==> src/rtl/adder_pkg.sv <==
// Shared types and defaults for the ripple-carry adder slice.
// Holds the default width and the full-adder result bundle.
package adder_pkg;

  localparam int ADDER_DEFAULT_W = 4;

  typedef struct {
    logic sum;
    logic cout;
  } fa_out_t;

endpackage

==> src/rtl/full_adder.sv <==
// One-bit full adder cell; one link of the ripple chain.
// Sum and carry are built as a bundle, then split onto ports.
module full_adder
  import adder_pkg::*;
(
  input  logic a,
  input  logic b,
  input  logic ci,
  output logic s,
  output logic co
);

  fa_out_t r;

  // sum and carry-out of a single bit position
  always_comb begin
    r.sum  = a ^ b ^ ci;
    r.cout = (a & b) | (ci & (a ^ b));
  end

  assign s  = r.sum;
  assign co = r.cout;

endmodule

==> src/rtl/adder_n.sv <==
// N-bit ripple-carry adder with carry and signed overflow.
// Macro ADDER_N_OUTPUT_REG_EN adds a 1-cycle output register.
module adder_n
  import adder_pkg::*;
#(
  parameter int N = ADDER_DEFAULT_W
) (
  input  logic         clk,
  input  logic         rst_n,
  output logic [N-1:0] Y,
  output logic         Cout,
  output logic         V,
  input  logic [N-1:0] A,
  input  logic [N-1:0] B,
  input  logic         Cin
);

  logic [N:0]   c;
  logic [N-1:0] s;
  logic         v_n;

  assign c[0] = Cin;

  for (genvar i = 0; i < N; i++) begin : g_bit
    full_adder u_fa (
      .a  (A[i]),
      .b  (B[i]),
      .ci (c[i]),
      .s  (s[i]),
      .co (c[i+1])
    );
  end

  // for N == 1, c[N-1] is Cin itself
  assign v_n = c[N-1] ^ c[N];

`ifdef ADDER_N_OUTPUT_REG_EN
  // capture sum and flags; reset clears them at once
  always_ff @(posedge clk or negedge rst_n) begin
    if (!rst_n) begin
      Y    <= '0;
      Cout <= 1'b0;
      V    <= 1'b0;
    end else begin
      Y    <= s;
      Cout <= c[N];
      V    <= v_n;
    end
  end
`else
  logic unused_clk_rst;

  assign unused_clk_rst = clk ^ rst_n;
  assign Y    = s;
  assign Cout = c[N];
  assign V    = v_n;
`endif

endmodule

==> config.mk <==
export PLATFORM = sky130hd
export DESIGN_NAME = adder_n
export DESIGN_NICKNAME = d
export VERILOG_FILES = /design/src/rtl/adder_pkg.sv /design/src/rtl/full_adder.sv /design/src/rtl/adder_n.sv
export SDC_FILE = /design/constraint.sdc
export NUM_CORES = 1
export LEC_CHECK = 0
export CAP_MARGIN = 10
export CORE_AREA = 10 10 47 49
export DETAILED_ROUTE_END_ITERATION = 8
export DIE_AREA = 0 0 57 59
export PLACE_DENSITY = 0.39
export SYNTH_ARGS = -nofsm -noshare
export SYNTH_HDL_FRONTEND = slang
export SYNTH_HIERARCHICAL = 1
export SYNTH_SLANG_ARGS = --single-unit
==> constraint.sdc <==
create_clock -name vclk -period 3.3
set_input_delay 0.33 -clock vclk [all_inputs]
set_output_delay 0.33 -clock vclk [all_outputs]
set_load 0.01 [all_outputs]
Fig. 1: placement density heat map
Drawn at 6 px/um. The die is cut into 11 by 12 equal tiles; black is low, pale yellow is high, 0 to 100% covered.
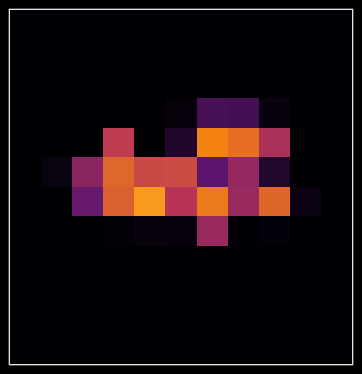
The mean over all tiles is 7.7%. The densest ninth of the die: center. 0.80% of the tiles are over 75% full. The fullest tile reaches 78%. 80% of the tiles are nearly empty.

Fig. 2: a small window of the routed layout
Region (16, 17) to (41, 42) um. Cells in gray, sequential cells in the stronger gray; small squares are vias.
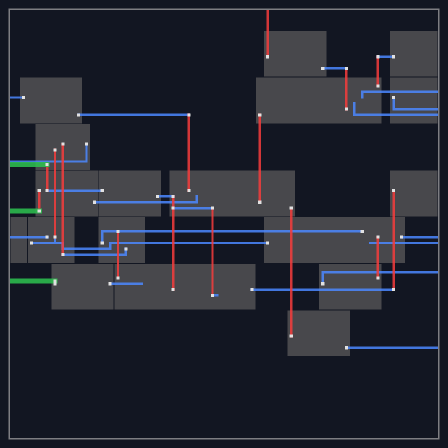
Key: green = metal 3; red = metal 2; blue = metal 1
17 logic cells have their middle in the window. Sequential cells in the window: 0. Most frequent: clkdlybuf4s50_1 (10).

Fig. 3: sizing map
Drawn at 8 px/um.
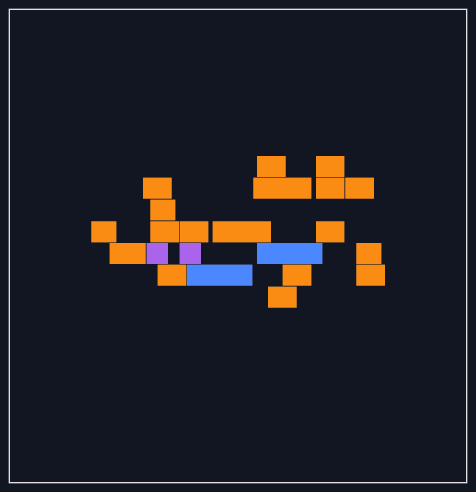
Key: blue = _2 cells [cells 2, share 9.1%]; orange = _0 and _1 cells [cells 18, share 82%]; purple = _3 and _4 cells [cells 2, share 9.1%]

Fig. 4: routing congestion
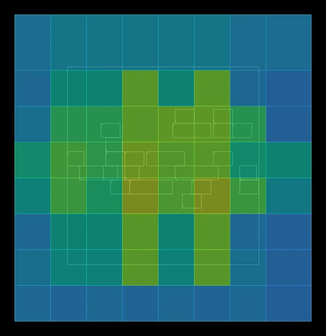
GR Util All Layers: 0.02642
GRT Max-Usage Layer: met1

==> where the power goes <==
group	leakage [nW]	internal (mW)	switching [mW]
Clock	0	0	0
Sequential	0	0	0
Combinational	0.112	0.0355	0.0218
Total	0.112	0.0355	0.0218
==> layout by cell type, fill, tap and decap left out <==
cell type	Yosys	layout
clkdlybuf4s50_1	0	12
fa_1	4	2
fa_2	0	2
dlygate4sd2_1	0	2
buf_4	0	2
xor2_1	1	1
dlymetal6s2s_1	0	1
==> how the worst max path moves through the flow <==
stage / from / to / slack, ns
finish: A[0] / V / 0.18
detailed placement: A[0] / V / -0.21
global route: A[0] / V / 0.09
CTS: A[0] / Cout / 0.004
global placement: A[0] / V / -0.19
floorplan: A[0] / V / 0.71
==> logic make-up after synthesis <==
group,synth area share
xor+xnor,0.09861
fa+ha+maj,0.9014
==> results.toml <==
# yosys + openroad results
[worst_setup_path]
critPathCaptureType = "output pin"
worstPathBufferInverterCount = 2
cpPeakStageDelay_ns = 0.44
required_ns = 2.97
cp_max_fo = 2
critical_path.top_delay_family = "adder cells"
critPathKind = "input pin to output pin"
arrival_ns = 2.79
worstPathCellList = "clkdlybuf4s50_1, fa_1, fa_1, fa_2, fa_2, xor2_1, dlygate4sd2_1"

[global_route]
antenna_found_initial = 0
grt_max_degree = 3
grt_pass1_vias = 139
grt_overflow = 0
grtUsageMet1 = 0.03823
use_met2 = 0.02791
grt_use_met3 = 0.02361
grt_pass1_wl_um = 745

[sta]
setup_violations = 0
finalHoldViolations = 0
finalCritPeriodShare = 0.9465
slew_headroom = 0.9066
maxSlewViolCount = 0
timing.fmax_mhz = 320.2
min_period_ns = 3.123
tightest_slew_ns = 0.1397
rsz0062_at_grt = "false"

[synth]
synth_cell_type_count = 2
top_area_frac = 0.9014
yosysWarningCount = 6
synthTopCellsByArea = "fa_1 90%, xor2_1 9.9%"
yosys.area.top_type = "fa_1"
ys_cells = 5
syn_avg_cell_area_um2 = 17.77
synth_cells = 5
syn_area_um2 = 88.84
post-synth-top-count-cell = "fa_1"
synthTopCellsByCount = "4 x fa_1, 1 x xor2_1"
fp_nets = 20
yosys_area_um2 = 88.84

[cells_and_area]
instances_no_fill = 38
nFlopsAndLatches = 0
nNonClkBuffers = 17
n_antenna_cell = 0
comb_cells = 5
fillCellCount = 158
clock_area_frac = 0
seq_share = 0
fin_nets = 39
comb_area_um2 = 93.84
seq_area_um2 = 0
buffer_area_frac = 0.5919
final_util = 0.1991
area_growth_pct = 214.1
inverters = 0
fin_area_um2 = 279.0
dominant_cells = "buffers"
nClkBuffers = 0

[detailed_routing]
routed_wl_um = 455
dr.pass1.iters = 1
wl_met2_um = 111
wl_per_cell_um = 11.97
met3_length_um = 105
viasPerCell = 2.737
top_layer = "met3"
drtIter0Drc = 0
wl_met1_um = 237
drc = 0
ant_nets = 0
vias = 104

[min_path]
min_path_type = "input pin to output pin"
whs_endpoint = "Y[3]"

[floorplan]
row_count = 14
fp_util = 0.06339
die_x_um = 57
nWellTaps = 16

[place]
gp_congestion = 0.7156
dp_slack_ns = -0.2103
post_dp_cell_area_um2 = 274.0
port_buffers = 15

[clocking]
cts_resized = 4
post_cts_buffers = 0
hold_buffers = 0

[power]
p_leak_nw = 0.1120
vdd_drop_max_mv = 0.07841
powerDensity_nw_per_um2 = 205.1

[status]
outcome = "completed"

[job]
cap_viol_max_count = 0
No activity file was given, so power comes from the tool's default toggle rates.
